`src/rtl/fir_seq_pkg.sv`:
```
// Shared types and elaboration helpers for the time-multiplexed 9-tap FIR sequencer.
// Build option FIR_SEQ_ZERO_SKIP_EN removes zero-coefficient taps from the ACC schedule.
package fir_seq_pkg;

    typedef enum logic [1:0] {IDLE, ACC, OUT} state_t;

    localparam int unsigned NTAPS = 9;
    localparam int unsigned DW    = 16;

`ifdef FIR_SEQ_ZERO_SKIP_EN
    localparam bit SKIP_ZERO = 1'b1;
`else
    localparam bit SKIP_ZERO = 1'b0;
`endif

    // Symmetric coefficient set; the centre tap is applied negated.
    function automatic logic [31:0] coef(input int unsigned k,
                                         input logic [31:0] h0, input logic [31:0] h1,
                                         input logic [31:0] h2, input logic [31:0] h3,
                                         input logic [31:0] h4);
        case (k)
            0, 8:    return h4;
            1, 7:    return h3;
            2, 6:    return h2;
            3, 5:    return h1;
            default: return -h0;
        endcase
    endfunction

    function automatic bit tap_used(input logic [31:0] c);
        return !SKIP_ZERO || (c != '0);
    endfunction

    // Two taps share the first adder cycle, so cycles = active taps - 1.
    function automatic int unsigned acc_cycles(input logic [31:0] h0, input logic [31:0] h1,
                                               input logic [31:0] h2, input logic [31:0] h3,
                                               input logic [31:0] h4);
        int unsigned n;
        n = 0;
        for (int unsigned k = 0; k < NTAPS; k++)
            if (tap_used(coef(k, h0, h1, h2, h3, h4))) n++;
        return n - 1;
    endfunction

    // Tap index occupying schedule slot pos (slots beyond the active count map to tap 0).
    function automatic int unsigned seq_tap(input int unsigned pos,
                                            input logic [31:0] h0, input logic [31:0] h1,
                                            input logic [31:0] h2, input logic [31:0] h3,
                                            input logic [31:0] h4);
        int unsigned n;
        n = 0;
        for (int unsigned k = 0; k < NTAPS; k++) begin
            if (tap_used(coef(k, h0, h1, h2, h3, h4))) begin
                if (n == pos) return k;
                n++;
            end
        end
        return 0;
    endfunction

endpackage

```
`src/rtl/fir_seq_delay_line.sv`:
```
// Sample delay line for the FIR sequencer: taps[0] is the newest sample, all taps in parallel.
module fir_seq_delay_line
    import fir_seq_pkg::*;
#(
    parameter int unsigned DW    = 16,
    parameter int unsigned NTAPS = 9
) (
    input  logic                      clk,
    input  logic                      rstN,
    input  logic                      shift,
    input  logic [DW-1:0]             din,
    output logic [NTAPS-1:0][DW-1:0]  taps
);

    always_ff @(posedge clk) begin
        if (!rstN) begin
            taps <= '0;
        end else if (shift) begin
            taps[0] <= din;
            for (int unsigned k = 1; k < NTAPS; k++)
                taps[k] <= taps[k-1];
        end
    end

endmodule

```
`src/rtl/fir_mac_sequencer.sv`:
```
// 9-tap symmetric FIR that sequences all tap products through one external adder.
// Build option FIR_SEQ_ZERO_SKIP_EN drops zero-coefficient taps from the schedule.
module fir_mac_sequencer
    import fir_seq_pkg::*;
#(
    parameter int unsigned   DW = 16,
    parameter logic [DW-1:0] H0 = 16'd32,
    parameter logic [DW-1:0] H1 = 16'd18,
    parameter logic [DW-1:0] H2 = 16'd6,
    parameter logic [DW-1:0] H3 = 16'd0,
    parameter logic [DW-1:0] H4 = 16'd2
) (
    input  logic          clk,
    input  logic          rstN,
    input  logic          in_valid,
    output logic          in_ready,
    input  logic [DW-1:0] x,
    output logic          out_valid,
    input  logic          out_ready,
    output logic [DW-1:0] y,
    output logic [DW-1:0] add_a,
    output logic [DW-1:0] add_b,
    input  logic [DW-1:0] add_o,
    output logic          busy
);

    localparam logic [31:0] P0 = 32'(H0);
    localparam logic [31:0] P1 = 32'(H1);
    localparam logic [31:0] P2 = 32'(H2);
    localparam logic [31:0] P3 = 32'(H3);
    localparam logic [31:0] P4 = 32'(H4);
    localparam int unsigned NACC = acc_cycles(P0, P1, P2, P3, P4);

    state_t                   state;
    logic [3:0]               cnt;
    logic [DW-1:0]            acc;
    logic [NTAPS-1:0][DW-1:0] taps;
    logic [DW-1:0]            seq_mul [NTAPS];
    logic                     shift;

    assign in_ready = rstN && (state == IDLE);
    assign shift    = in_valid && in_ready;

    fir_seq_delay_line #(
        .DW    (DW),
        .NTAPS (NTAPS)
    ) u_dl (
        .clk   (clk),
        .rstN  (rstN),
        .shift (shift),
        .din   (x),
        .taps  (taps)
    );

    // Products laid out in schedule order; low DW bits are sign-agnostic.
    for (genvar n = 0; n < NTAPS; n++) begin : g_seq
        localparam int unsigned   T = seq_tap(n, P0, P1, P2, P3, P4);
        localparam logic [DW-1:0] C = DW'(coef(T, P0, P1, P2, P3, P4));
        assign seq_mul[n] = taps[T] * C;
    end

    always_comb begin
        add_a = '0;
        add_b = '0;
        if (state == ACC) begin
            add_a = (cnt == 4'd1) ? seq_mul[0] : seq_mul[cnt];
            add_b = (cnt == 4'd1) ? seq_mul[1] : acc;
        end
    end

    always_ff @(posedge clk) begin
        if (!rstN) begin
            state     <= IDLE;
            cnt       <= '0;
            acc       <= '0;
            y         <= '0;
            out_valid <= 1'b0;
            busy      <= 1'b0;
        end else begin
            case (state)
                IDLE: begin
                    if (shift) begin
                        cnt   <= 4'd1;
                        busy  <= 1'b1;
                        state <= ACC;
                    end
                end
                ACC: begin
                    acc <= add_o;
                    if (cnt == 4'(NACC)) begin
                        y         <= add_o;
                        out_valid <= 1'b1;
                        busy      <= 1'b0;
                        cnt       <= '0;
                        state     <= OUT;
                    end else begin
                        cnt <= cnt + 4'd1;
                    end
                end
                OUT: begin
                    if (out_ready) begin
                        out_valid <= 1'b0;
                        state     <= IDLE;
                    end
                end
                default: state <= IDLE;
            endcase
        end
    end

endmodule

```
`config.mk`:
```
export PLATFORM = sky130hd
export DESIGN_NAME = fir_mac_sequencer
export DESIGN_NICKNAME = d
export VERILOG_FILES = /design/src/rtl/fir_seq_pkg.sv /design/src/rtl/fir_seq_delay_line.sv /design/src/rtl/fir_mac_sequencer.sv
export SDC_FILE = /design/constraint.sdc
export NUM_CORES = 1
export LEC_CHECK = 0
export ABC_AREA = 1
export CAP_MARGIN = 10
export CELL_PAD_IN_SITES_DETAIL_PLACEMENT = 1
export CELL_PAD_IN_SITES_GLOBAL_PLACEMENT = 1
export CORE_ASPECT_RATIO = 1.4
export CORE_MARGIN = 10
export CORE_UTILIZATION = 47
export DETAILED_ROUTE_END_ITERATION = 8
export PLACE_DENSITY = 0.83
export SLEW_MARGIN = 20
export SYNTH_ARGS = -nofsm -noshare
export SYNTH_HDL_FRONTEND = slang
export SYNTH_SLANG_ARGS = --single-unit
```
`constraint.sdc`:
```
create_clock -name clk -period 8.4 [get_ports clk]
set_clock_uncertainty 0.2 [all_clocks]
set_input_delay 1.68 -clock clk [delete_from_list [all_inputs] [get_ports clk]]
set_output_delay 1.68 -clock clk [all_outputs]
set_load 0.1 [all_outputs]
```
==> Table 3: Implementation characteristics, run 1 <==
Characteristics after synthesis and place and route

Parameter                              Value

Synth
  Total cells reported by yosys after synthesis .................. 1,549
  Area fraction in xor and xnor cells .................. 0.0253
  Synthesized-area fraction occupied by adder cells .................. 0.164
  Summed instance area of the synthesized netlist .................. 0.0111 mm2
  Leading register cell type out of synthesis .................. dfxtp_1
  Library cell with the highest instance count after synthesis .................. nand2_1
  Post-synthesis async set-or-reset flop share .................. 0
  Number of enable flip-flop cells .................. 0
  Mux contribution to synthesized area .................. 0
  Cell count after synthesis .................. 1,549
  Seq/Total Area, Yosys .................. 0.316
  Leading post-synthesis cells by instance count .................. nand2_1, inv_1, dfxtp_1, o21ai_0, nand3_1
  Comb area leader .................. simple AND/OR/NAND/NOR gates
  Simple share .................. 0.225
  Synth cell types .................. 47
  Total cell area reported by yosys after synthesis .................. 0.0111 mm2
  Cell type contributing the most total cell area after synthesis .................. dfxtp_1
  Flip-flop and latch count after synthesis .................. 175
  Average cell area after synthesis .................. 7.16 um2
  Net Count, Synth .................. 1,712
  Area contributors post-synth .................. dfxtp_1, nand2_1, ha_1
  Warning count from the yosys run .................. 0
  Area share of the largest cell type after synthesis .................. 0.316

Final layout
  Proportion of cell area occupied by registers .................. 0.276
  Registers .................. 175
  Top cell category .................. multi-input combinational cells
  Antenna diode count .................. 0
  Share of final layout cell area taken by clock buffers and inverters .................. 0.0487
  Inverter count of the layout excluding clock inverters .................. 203
  Share of post-route cells with drive strength above 1 .................. 0.0538
  Final layout net count .................. 1,750
  Leading cell types in the layout, fill and taps excluded .................. nand2_1, inv_1, dfxtp_1, o21ai_0, nand3_1
  Multi-input logic cell count .................. 1,096
  Most used logic cell in the final layout .................. nand2_1
  Filler Cell Count .................. 3,031
  Fraction of standard cell area in multi-input logic .................. 0.514
  Buffer share of cell area .................. 0.0708
  Comb. cell area .................. 0.00652 mm2
  Number of clock buffers in the layout .................. 18
  Post-synthesis to final-layout area growth .................. 14.3%
  Buffers excl. clock .................. 94
  Final design instance area without fill .................. 0.0127 mm2
  Area used by sequential logic in the layout .................. 0.00350 mm2

Placement
  Routability-driven placement congestion ratio .................. 1.04
  Cell area after placement .................. 0.0121 mm2
  Post-detailed-placement half-perimeter wirelength .................. 28,000 um

Clock network
  CTS H-tree depth .................. 4
  Total of cells resized after clock tree synthesis .................. 0
  Clock latency reported for the late side of the worst-skew pair .................. 0.45 ns
  Clock slew seen by the registers of the worst setup and hold paths .................. 0.07 ns
  Number of setup buffers added after CTS .................. 0
  Clock sink count .................. 175
  Clock Tree Root .................. clkbuf_16
  TritonCTS clock tree .................. yes
  Quantity of hold-fixing buffers added after cts .................. 0
  Number of clock buffers inserted by TritonCTS .................. 17
  Clock buffer depth .................. 2

Status
  Status .................. completed

Detailed routing
  Total via count after detailed routing .................. 10,700
  Wire length per cell .................. 19.6 um
  Detailed Route Iter0 Violations .................. 616
  Number of remaining DRC errors .................. 0
  Count of antenna-violating nets left after detailed routing .................. 0
  Via density per instance .................. 5.61
  DR pass1 iterations .................. 5

Worst setup path
  Critical path destination .................. add_a[15]
  Sort of element at the end of the critical path .................. output pin
  Critical path type .................. register to output pin
  Cell count of the worst reg-to-reg path .................. 7
  Reg2reg start .................. state[0]$_SDFFE_PN0P_
  Signal arrival time at the worst endpoint .................. 5.65 ns
  Data required time of the critical path .................. 6.52 ns
  Capture point of the worst reg-to-reg path .................. y[9]$_SDFFE_PN0P_
  CP max FO .................. 4
  Worst R2R Setup Slack .................. 5.42 ns

Global route
  Largest net degree at the start of global routing .................. 93
  Wire length of the first global-routing pass .................. 59,400 um
  Number of global-route vias before repair .................. 11,300
  GRT overflow .................. 0

Floorplan
  Die extent in y .................. 202 um
  Top-level port count .................. 87
  Floorplan die width .................. 150 um
  Fraction of the core area occupied by cells at floorplan .................. 0.477
  Tapcells inserted .................. 306
  Total die size .................. 0.0302 mm2

Flow run
  Number of logged tool warnings .................. 31
  Number of max-cap violations .................. 0

Timing
  Setup TNS after final layout .................. 0 ns
  Unrepaired setup endpoints after global routing .................. no
  Post-route minimum period .................. 7.53 ns
  Final number of max-transition violations .................. 0
  Transition time at the pin with the least slew margin .................. 1.09 ns
  Worst slew slack as a fraction of its limit .................. 0.253
  Post-layout period usage of the worst path .................. 0.897
  Number of hold-slack violations in the final timing report .................. 0
  Highest Clock Rate .................. 133 MHz
  Number of failing setup endpoints in the final timing report .................. 0

Worst hold path
  Number of cells traversed by the worst hold path .................. 2
  Worst min-delay path class .................. register to register
  Hold Path Sink .................. u_dl.taps[77]$_SDFFE_PN0P_

Pwr
  Leak .................. 5.83 nW
  Pwr per Cell Area .................. 186 mW/mm2
  IR drop worst, VDD .................. 0.146 mV
run 1: stage by stage:
| stage | setup WS (ns) | total power, mW | util | instances | hold slack, ns |
|---|---|---|---|---|---|
| floorplan | 0.526 | 1.32 | - | 1549 | 0.225 |
| global placement | 1.47 | 1.49 | 0.518 | 1874 | 0.233 |
| detailed placement | 1.33 | 1.51 | 0.518 | 1874 | 0.244 |
| CTS | 0.831 | 2.37 | 0.545 | 1905 | 0.254 |
| global route | 0.622 | 2.46 | 0.545 | 1905 | 0.269 |
| finish | 0.869 | 2.35 | 0.545 | 1905 | 0.253 |
run 1: worst max-delay path: stages (launching register included):
cell and delay, ns:
dfxtp_1 0.39, fa_1 0.56, inv_1 0.06, fa_1 0.51, inv_1 0.05, fa_1 0.47, fa_1 0.56, inv_1 0.07
fa_1 0.54, inv_1 0.05, ha_1 0.33, a21oi_1 0.14, o21ai_0 0.10, a31oi_1 0.25, nand3_1 0.12, nand3_1 0.19
nand3_1 0.16, nand3_1 0.14, nand2_1 0.07, a21oi_2 0.13, buf_4 0.31
run 1: layer usage:
layer	track usage	share of wire	vias to the layer above
li1	-	-	5168
met1	0.260	0.38	5174
met2	0.443	0.52	249
met3	0.0494	0.045	92
met4	0.138	0.053	0
met5	0	0	-
run 1: report_power, final:
part	internal, mW	total, mW	switching (mW)	leakage [nW]
sequential	0.870	0.906	0.0356	1.42
clock	0.499	0.855	0.356	0.302
combinational	0.176	0.593	0.417	4.10
total	1.54	2.35	0.809	5.83
run 1: registers in the layout, summed over array words and instances (netlist names):
register   flops
state          2
u_dl.taps    135
cnt            4
busy           1
out_valid      1
y             16
acc           16
Fig. 1: run 1, clock network drawn from the DEF
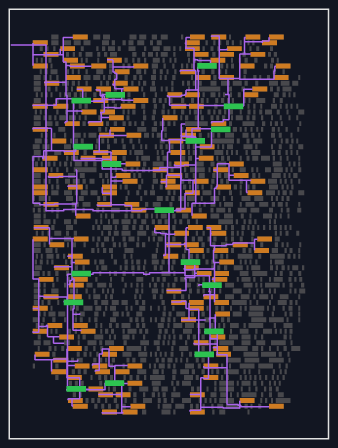
Key: purple = clock wires [length 2,340 um]; green = clock-net drivers [count 17]; orange = flip-flops [count 175]
There are 18 routed clock nets.

Fig. 2: run 1, power grid
Scale bar: 50 um. Pins as bars on the die edge. Tap cells in gray.
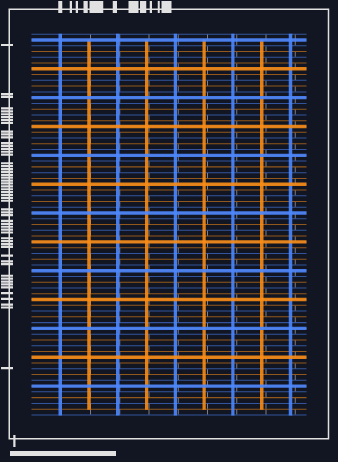
Key: orange = VDD; blue = VSS
67 met1 rails follow the rows. 87 signal pins sit on the boundary. 9 straps on met4.

Fig. 3: run 1, metal layers overlaid
Scale bar: 50 um. Only two layers are drawn.
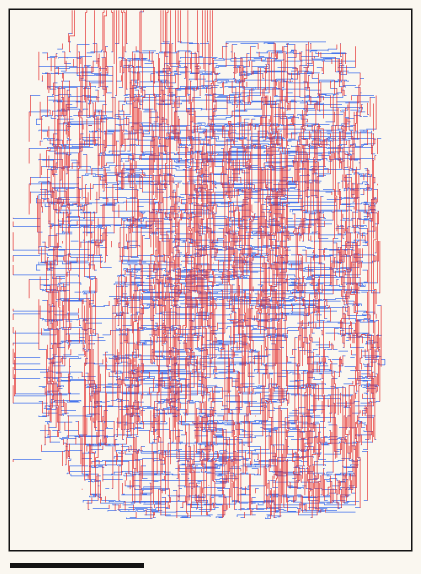
Key: red = M2 [wire length 19,400 um]; blue = M1 [wire length 14,200 um]
total global routing track utilization: 0.247
total length of routed wires: 37,300 um

Fig. 4: run 1, cell outlines without signal wires
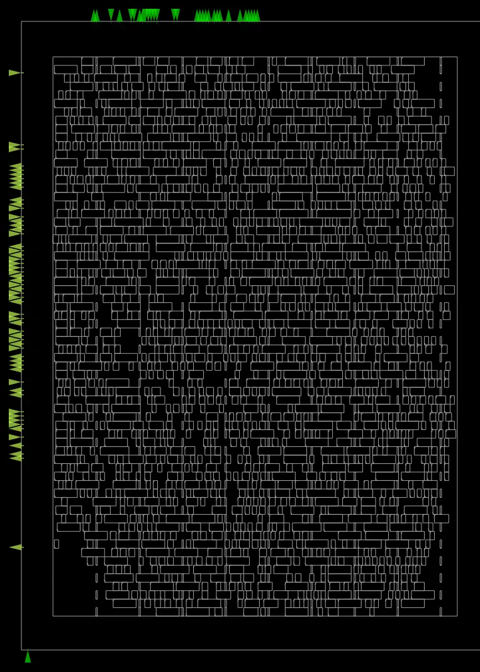
count of placed standard cells in the final layout, fillers left out: 1,905
number of standard-cell rows in the floorplan: 66
core region area: 0.0233 mm2

## Run 2: what changed since run 1
--- a/config.mk
+++ b/config.mk
@@ -9,7 +9,7 @@
 export CAP_MARGIN = 10
 export CELL_PAD_IN_SITES_DETAIL_PLACEMENT = 1
 export CELL_PAD_IN_SITES_GLOBAL_PLACEMENT = 1
-export CORE_ASPECT_RATIO = 1.4
+export CORE_ASPECT_RATIO = 0.6
 export CORE_MARGIN = 10
 export CORE_UTILIZATION = 47
 export DETAILED_ROUTE_END_ITERATION = 8
Fig. 5: run 2, metal layers overlaid
Scale bar: 50 um. Only two layers are drawn.
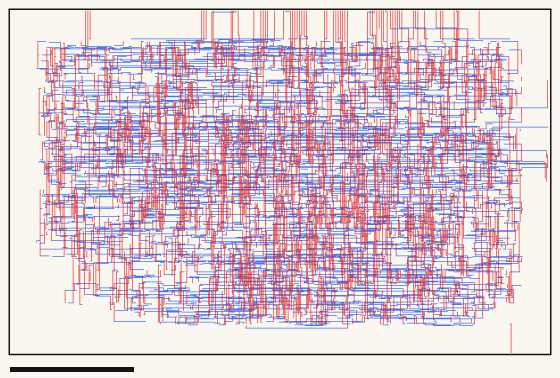
Key: red = M2 [wire length 16,200 um]; blue = M1 [wire length 19,300 um]
total length of routed wires: 38,600 um
wire length per cell: 20.2 um

Fig. 6: run 2, power grid
Scale bar: 50 um. Pins as bars on the die edge. Tap cells in gray.
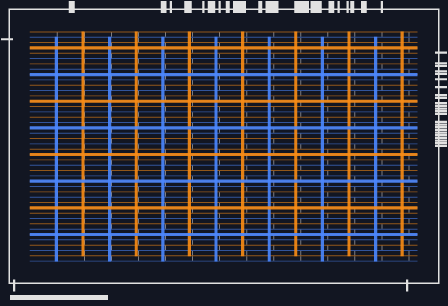
Key: orange = VDD; blue = VSS
44 met1 rails follow the rows. 8 straps on met5. 14 straps on met4.

==> run 2 against run 1 <==
Wire length rose by 3.7%. Sequential power hardly changed. Power decreased by 3.3%. First-iteration DRC count grew 37%. Synthesized cell count stayed put. Largest power group unchanged. Highest routed layer unchanged.
==> Table 3: Implementation characteristics, run 2 <==
Characteristics after synthesis and place and route

Parameter                              Value

Synth
  Warning count from the yosys run .................. 0
  Leading post-synthesis cells by instance count .................. nand2_1, inv_1, dfxtp_1, o21ai_0, nand3_1
  Total cells reported by yosys after synthesis .................. 1,549
  Synth Area in Compound Gates .................. 0.172
  Synth cell types .................. 47
  Mux contribution to synthesized area .................. 0
  Area contributors post-synth .................. dfxtp_1, nand2_1, ha_1
  Flip-flop and latch count after synthesis .................. 175
  Post-synthesis async set-or-reset flop share .................. 0
  Cell type contributing the most total cell area after synthesis .................. dfxtp_1
  Comb area leader .................. simple AND/OR/NAND/NOR gates
  Total cell area reported by yosys after synthesis .................. 0.0111 mm2
  Net Count, Synth .................. 1,712
  Seq/Total Area, Yosys .................. 0.316
  Cell count after synthesis .................. 1,549
  Area share of the largest cell type after synthesis .................. 0.316
  Area fraction in xor and xnor cells .................. 0.0253
  Synthesized-area fraction occupied by adder cells .................. 0.164
  Simple share .................. 0.225
  Average cell area after synthesis .................. 7.16 um2
  Summed instance area of the synthesized netlist .................. 0.0111 mm2
  Number of enable flip-flop cells .................. 0
  Leading register cell type out of synthesis .................. dfxtp_1
  Library cell with the highest instance count after synthesis .................. nand2_1

Pwr
  Combinational share of power .................. 0.266
  Power group with the largest share .................. registers
  Part of the power in registers .................. 0.398
  Portion of total power attributed to the clock network .................. 0.336
  Int Power .................. 1.46 mW
  Switching fraction of total power .................. 0.358
  IR drop worst, VDD .................. 0.140 mV
  Pwr per Cell Area .................. 180 mW/mm2
  Power dissipated in the clock network .................. 0.765 mW
  Comb pwr .................. 0.606 mW
  P_sw .................. 0.814 mW
  Flip-flop and latch power .................. 0.906 mW
  Leak .................. 5.79 nW
  PnR Total Power .................. 2.28 mW

Detailed routing
  Total via count after detailed routing .................. 10,700
  Via density per instance .................. 5.59
  Count of antenna-violating nets left after detailed routing .................. 0
  DR pass1 iterations .................. 5
  Detailed Route Iter0 Violations .................. 844
  Number of remaining DRC errors .................. 0

Clock network
  CTS H-tree depth .................. 4
  Number of clock buffers inserted by TritonCTS .................. 17
  Clock slew seen by the registers of the worst setup and hold paths .................. 0.06 ns
  Number of setup buffers added after CTS .................. 0
  Clock Tree Root .................. clkbuf_16
  TritonCTS clock tree .................. yes
  Quantity of hold-fixing buffers added after cts .................. 0
  Clock sink count .................. 175
  Clock latency reported for the late side of the worst-skew pair .................. 0.46 ns
  Total of cells resized after clock tree synthesis .................. 0
  Clock buffer depth .................. 2

Worst setup path
  Data required time of the critical path .................. 6.52 ns
  CP max FO .................. 7
  Slowest-stage cell, CP .................. clkdlybuf4s50_1
  Number of buffers and inverters on the critical path .................. 4
  Highest cell delay on the worst timing path .................. 1.16 ns
  Sort of element at the end of the critical path .................. output pin
  Cell-by-cell trace of the critical path .................. fa_1 > nand2_1 > fa_1 > inv_1 > ha_1 > inv_1 > fa_1 > inv_1 > ha_1 > xor2_1 > o21ai_0 > a211oi_1 > o21ai_0 > a21oi_1 > clkdlybuf4s50_1
  Signal arrival time at the worst endpoint .................. 5.77 ns
  Family with the most delay on the worst path .................. adder cells
  Critical path type .................. register to output pin
  Nature of the critical path startpoint .................. register

Global route
  GRT overflow .................. 0
  Number of antenna violations at the first check in global routing .................. 1
  Number of global-route vias before repair .................. 10,700
  Wire length of the first global-routing pass .................. 60,000 um
  Largest net degree at the start of global routing .................. 92
  Total global routing track utilization .................. 0.250

Final layout
  Share of post-route cells with drive strength above 1 .................. 0.0525
  Final layout net count .................. 1,751
  Antenna diode count .................. 0
  Biggest regs .................. u_dl.taps x135, acc x16, y x16
  Largest register by flop count .................. u_dl.taps
  Most used logic cell in the final layout .................. nand2_1
  Max FFs per register .................. 135
  Count of placed standard cells in the final layout, fillers left out .................. 1,915
  Leading cell types in the layout, fill and taps excluded .................. nand2_1, inv_1, dfxtp_1, o21ai_0, nand3_1
  Post-synthesis to final-layout area growth .................. 13.8%

Status
  Status .................. completed

Placement
  Number of placed instances, taps included .................. 1,884
  Post-detailed-placement half-perimeter wirelength .................. 29,400 um
  Number of I/O port buffers .................. 84
  Routability-driven placement congestion ratio .................. 0.890

Timing
  Transition time at the pin with the least slew margin .................. 1.06 ns
  Number of failing setup endpoints in the final timing report .................. 0
  Post-layout period usage of the worst path .................. 0.911
  Worst slew slack as a fraction of its limit .................. 0.275
  Final number of max-transition violations .................. 0
  Setup TNS after final layout .................. 0 ns
  Number of hold-slack violations in the final timing report .................. 0
  Unrepaired setup endpoints after global routing .................. no
  Highest Clock Rate .................. 131 MHz
  Post-route minimum period .................. 7.65 ns

Floorplan
  Number of standard-cell rows in the floorplan .................. 43
  Floorplan die width .................. 218 um
  Core region area .................. 0.0231 mm2
  Top-level port count .................. 87
  Fraction of the core area occupied by cells at floorplan .................. 0.480
  Die extent in y .................. 139 um
  Total die size .................. 0.0304 mm2

Flow run
  Number of max-cap violations .................. 0
  Number of logged tool warnings .................. 31

Worst hold path
  Worst min-delay path class .................. register to register
-- run 2: worst register-to-register path: stages, from the launching register on --
cell and delay (ns):
dfxtp_1 0.30, buf_4 0.22, inv_1 0.66, ha_1 0.28, nand2_1 0.10, nor2_4 0.42, inv_2 0.31, nand2_1 0.14
a21oi_1 0.08
-- run 2: cell type report --
type                    count  area [um2]
flip-flops and latches    175        3500
repair buffers             95         908
multi-input cells        1096        6520
clock inverters            10        90.1
fillers                  3009       10500
clock buffers              21         450
inverters                 203         762
well taps                 315         394
-- run 2: worst paths after layout --
| kind | from | endpoint | slack [ns] | cells after the start |
|---|---|---|---|---|
| worst min register to register | u_dl.taps[29]$_SDFFE_PN0P_ | u_dl.taps[29]$_SDFFE_PN0P_ | 0.26 | 2 |
| worst max register to register | cnt[1]$_SDFFE_PN0P_ | y[15]$_SDFFE_PN0P_ | 5.55 | 8 |
| worst max-delay path | u_dl.taps[65]$_SDFFE_PN0P_ | add_a[10] | 0.75 | 15 |
| worst min-delay path | u_dl.taps[29]$_SDFFE_PN0P_ | u_dl.taps[29]$_SDFFE_PN0P_ | 0.26 | 2 |
-- run 2: metal layers --
layer	vias to the layer above	routed length (um)	GRT usage
met5	-	0	0
met4	0	513	0.0630
met3	39	2610	0.0590
met2	262	16200	0.361
met1	5244	19300	0.362
li1	5156	-	-
-- run 2: per-stage QoR --
stage	area, um2	worst slack (ns)	hold slack (ns)	utilization
floorplan	11100	0.526	0.225	-
global placement	12100	1.37	0.234	0.523
detailed placement	12100	1.24	0.246	0.523
CTS	12600	0.757	0.255	0.546
global route	12600	0.464	0.283	0.546
finish	12600	0.751	0.256	0.546
No activity file was given, so power comes from the tool's default toggle rates.
